Fig. 1: sequential cells coloured by instance or generate block
Drawn at 1 px/um.
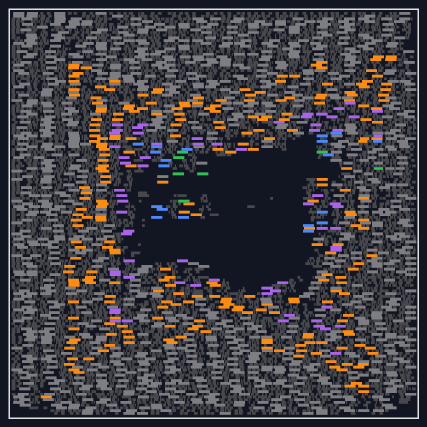
Fig. 2: wiring by layer
Drawn at 1 px/um.
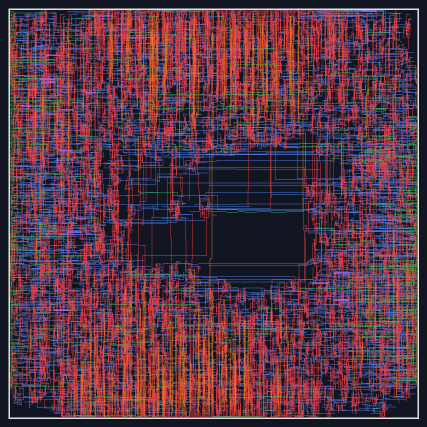
Fig. 3: the clock network
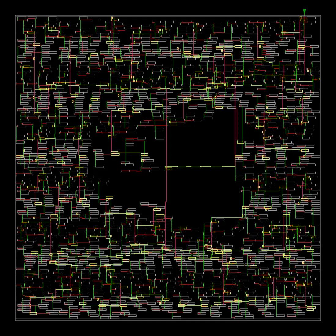
Fig. 4: wires at chosen ports, followed through buffers
Drawn at 1 px/um.
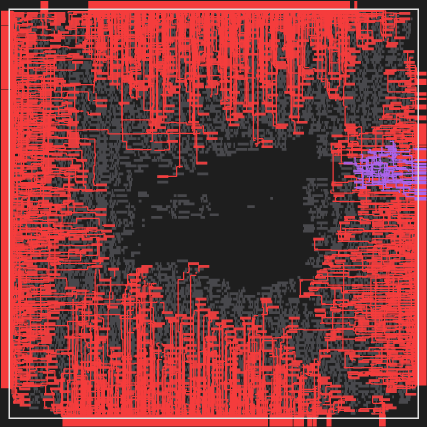
<file path="src/rtl/reducer_pkg.sv">
// reducer_pkg
//   Shared types and helpers for the pipelined radix-4 reducer.
//   op_t     : reduction operator carried alongside every data word.
//   reduce4  : collapses one aligned 4-bit group to a single bit.
package reducer_pkg;

    typedef enum logic [1:0] {
        OP_XOR  = 2'd0,
        OP_AND  = 2'd1,
        OP_OR   = 2'd2,
        OP_RSVD = 2'd3
    } op_t;

    // The reserved code falls into the parity branch.
    function automatic logic reduce4(input logic [3:0] bits, input op_t op);
        case (op)
            OP_AND:  return &bits;
            OP_OR:   return |bits;
            default: return ^bits;
        endcase
    endfunction

endpackage

</file>
<file path="src/rtl/reducer_stage.sv">
// reducer_stage
//   One registered 4:1 reduction level for CHANNELS lanes of IN_W bits each.
//   Ports:
//     clock, reset_n       : clock, asynchronous active-low reset (valid only)
//     en                   : stage advance; everything holds when low
//     vld_p0, op_p0        : incoming valid bit and operator
//     data_p0              : CHANNELS*IN_W incoming bits, lane c at [c*IN_W +: IN_W]
//     vld_p1, op_p1        : registered valid bit and operator
//     data_p1              : CHANNELS*IN_W/4 reduced bits, lane c at [c*IN_W/4 +: IN_W/4]
module reducer_stage
    import reducer_pkg::*;
#(
    parameter int IN_W     = 16,
    parameter int CHANNELS = 1
) (
    input  logic                           clock,
    input  logic                           reset_n,
    input  logic                           en,
    input  logic                           vld_p0,
    input  op_t                            op_p0,
    input  logic [CHANNELS*IN_W-1:0]       data_p0,
    output logic                           vld_p1,
    output op_t                            op_p1,
    output logic [CHANNELS*(IN_W/4)-1:0]   data_p1
);

    localparam int GROUPS = CHANNELS * (IN_W / 4);

    // Lanes are contiguous and IN_W is a multiple of 4, so flat group g of the
    // whole vector lands exactly on output bit g of the reduced vector.
    logic [GROUPS-1:0] red;

    always_comb begin
        red = '0;
        for (int g = 0; g < GROUPS; g++) begin
            red[g] = reduce4(data_p0[g*4 +: 4], op_p0);
        end
    end

    // ---- stage boundary p0 -> p1 ----
    always_ff @(posedge clock or negedge reset_n) begin
        if (!reset_n) begin
            vld_p1 <= 1'b0;
        end else if (en) begin
            vld_p1 <= vld_p0;
        end
    end

    always_ff @(posedge clock) begin
        if (en) begin
            op_p1   <= op_p0;
            data_p1 <= red;
        end
    end

endmodule

</file>
<file path="src/rtl/pipelined_reducer.sv">
// pipelined_reducer
//   Per-lane reduction (parity / all-ones / any-one) of 4**LEVELS-bit lanes
//   through one input register and LEVELS radix-4 stages, with a saturating
//   count of delivered results whose lane-0 bit is 1.
//   Ports:
//     clock, reset_n        : clock, asynchronous active-low reset
//     in_valid, in_ready    : input handshake
//     in_op, in_vector      : operator and CHANNELS lanes of 4**LEVELS bits
//     out_valid, out_ready  : output handshake
//     out_bits              : one reduced bit per lane, zero when not valid
//     cnt_clear, ones_count : synchronous clear / saturating ones counter
module pipelined_reducer
    import reducer_pkg::*;
#(
    parameter int LEVELS   = 5,
    parameter int CHANNELS = 1,
    parameter int CNT_W    = 16
) (
    input  logic                               clock,
    input  logic                               reset_n,
    input  logic                               in_valid,
    output logic                               in_ready,
    input  op_t                                in_op,
    input  logic [CHANNELS*(4**LEVELS)-1:0]    in_vector,
    output logic                               out_valid,
    input  logic                               out_ready,
    output logic [CHANNELS-1:0]                out_bits,
    input  logic                               cnt_clear,
    output logic [CNT_W-1:0]                   ones_count
);

    localparam int VEC_W = CHANNELS * (4**LEVELS);

    function automatic logic [CNT_W-1:0] sat_inc(input logic [CNT_W-1:0] v);
        return (&v) ? v : v + CNT_W'(1);
    endfunction

    // The whole pipe stalls as one unit; bubbles keep their slot.
    logic en;
    assign en       = out_ready || !out_valid;
    assign in_ready = en;

    logic             vld_p0;
    op_t              op_p0;
    logic [VEC_W-1:0] data_p0;

    // ---- stage boundary input -> p0 ----
    always_ff @(posedge clock or negedge reset_n) begin
        if (!reset_n) begin
            vld_p0 <= 1'b0;
        end else if (en) begin
            vld_p0 <= in_valid;
        end
    end

    always_ff @(posedge clock) begin
        if (en) begin
            op_p0   <= in_op;
            data_p0 <= in_vector;
        end
    end

    // ---- reduction stages p0 -> p1 ... p(LEVELS) ----
    for (genvar i = 0; i < LEVELS; i++) begin : g_lvl
        localparam int IN_W = 4**(LEVELS - i);

        logic                          vld_d;
        op_t                           op_d;
        logic [CHANNELS*IN_W-1:0]      data_d;
        logic                          vld_q;
        op_t                           op_q;
        logic [CHANNELS*(IN_W/4)-1:0]  data_q;

        if (i == 0) begin : g_first
            assign vld_d  = vld_p0;
            assign op_d   = op_p0;
            assign data_d = data_p0;
        end else begin : g_next
            assign vld_d  = g_lvl[i-1].vld_q;
            assign op_d   = g_lvl[i-1].op_q;
            assign data_d = g_lvl[i-1].data_q;
        end

        reducer_stage #(
            .IN_W     (IN_W),
            .CHANNELS (CHANNELS)
        ) u_stage (
            .clock   (clock),
            .reset_n (reset_n),
            .en      (en),
            .vld_p0  (vld_d),
            .op_p0   (op_d),
            .data_p0 (data_d),
            .vld_p1  (vld_q),
            .op_p1   (op_q),
            .data_p1 (data_q)
        );
    end

    // Data registers are never reset, so the output is masked by valid.
    assign out_valid = g_lvl[LEVELS-1].vld_q;
    assign out_bits  = g_lvl[LEVELS-1].data_q & {CHANNELS{out_valid}};

    // ---- ones counter ----
    logic [CNT_W-1:0] count_q;

    always_ff @(posedge clock or negedge reset_n) begin
        if (!reset_n) begin
            count_q <= '0;
        end else if (cnt_clear) begin
            count_q <= '0;
        end else if (out_valid && out_ready && out_bits[0]) begin
            count_q <= sat_inc(count_q);
        end
    end

    assign ones_count = count_q;

endmodule
</file>
<file path="config.mk">
export PLATFORM = sky130hd
export DESIGN_NAME = pipelined_reducer
export DESIGN_NICKNAME = d
export VERILOG_FILES = /design/src/rtl/reducer_pkg.sv /design/src/rtl/reducer_stage.sv /design/src/rtl/pipelined_reducer.sv
export SDC_FILE = /design/constraint.sdc
export NUM_CORES = 2
export LEC_CHECK = 0
export CELL_PAD_IN_SITES_DETAIL_PLACEMENT = 1
export CELL_PAD_IN_SITES_GLOBAL_PLACEMENT = 1
export CORE_UTILIZATION = 46
export CTS_CLUSTER_DIAMETER = 200
export DETAILED_ROUTE_END_ITERATION = 7
export HOLD_SLACK_MARGIN = 0.03
export PLACE_DENSITY = 0.81
export SLEW_MARGIN = 30
export SYNTH_ARGS = -nofsm -noshare
export SYNTH_HDL_FRONTEND = slang
export SYNTH_SLANG_ARGS = --single-unit
</file>
<file path="constraint.sdc">
create_clock -name clock -period 85.2 [get_ports clock]
set_input_delay 21.3 -clock clock [delete_from_list [all_inputs] [get_ports clock]]
set_output_delay 21.3 -clock clock [all_outputs]
set_load 0.02 [all_outputs]
</file>
==> impl_metrics.toml <==
# flow metrics
[synth]
synthArstFlopShare_pct = 1.57
yosys_cells = 5750
yosysTopAreaCellShare_pct = 54.6

[placed_design]
dpl.hpwl_um = 159000

[detailed_routing]
vias = 48200
met3_length_um = 10700

[floorplan]
die_w_um = 407

[final_timing]
fin_setup_tns_ps = 0
finalCritPeriodShare_pct = 52.1
setup_viol = 0

[setup_path]
cp_data_arrival_time_ps = 23100
cp_top_family = "buffers and inverters"
cp_slowest_cell = "clkdlybuf4s50_1"
start_kind = "primary input"
reg2reg_slack_ps = 79510

[final_layout]
layout_top_cells = "inv_1, edfxtp_1, ha_1"
largest_reg_flops = 1024
antennaDiodeCount = 58
nets = 9247
nClkBuffers = 199

[clock_tree]
cts_buffers = 157
cts.sinks = 1397
holdBufCountCts = 0

[pwr]
p_int_uw = 1770
p_comb_share_pct = 32.8
pwr-share-clk_pct = 24.7

[outcome]
outcome = "finished clean"

[global_route]
antenna_found_initial = 75
About Fig. 1:
green -> `g_lvl[3]`  # placed flops 7
orange -> `g_lvl[0]`  # placed flops 262, where spread over the die
purple -> `g_lvl[1]`  # placed flops 67
blue -> `g_lvl[2]`  # placed flops 19
not coloured = 1042

About Fig. 2:
orange -> M4  # wire length 12400 um
red -> M2  # wire length 115 mm
purple -> M5  # wire length 174 um
green -> M3  # wire length 10700 um
blue -> M1  # wire length 81.5 mm

About Fig. 3:
clk_lat worst skew: 810 ps
Final Skew: 32.6 ps
num sequential: 1397

About Fig. 4:
purple -> `ones_count`  # bits 16, direction output, end cells 16, buffers 16, wire 1320 um
red -> `in_vector`  # bits 1024, direction input, end cells 1024, buffers 1024, wire 67.6 mm
IO buf count: 1049
Ports: 1050

Power figures rest on the tool's default switching activity, not on a simulated workload.
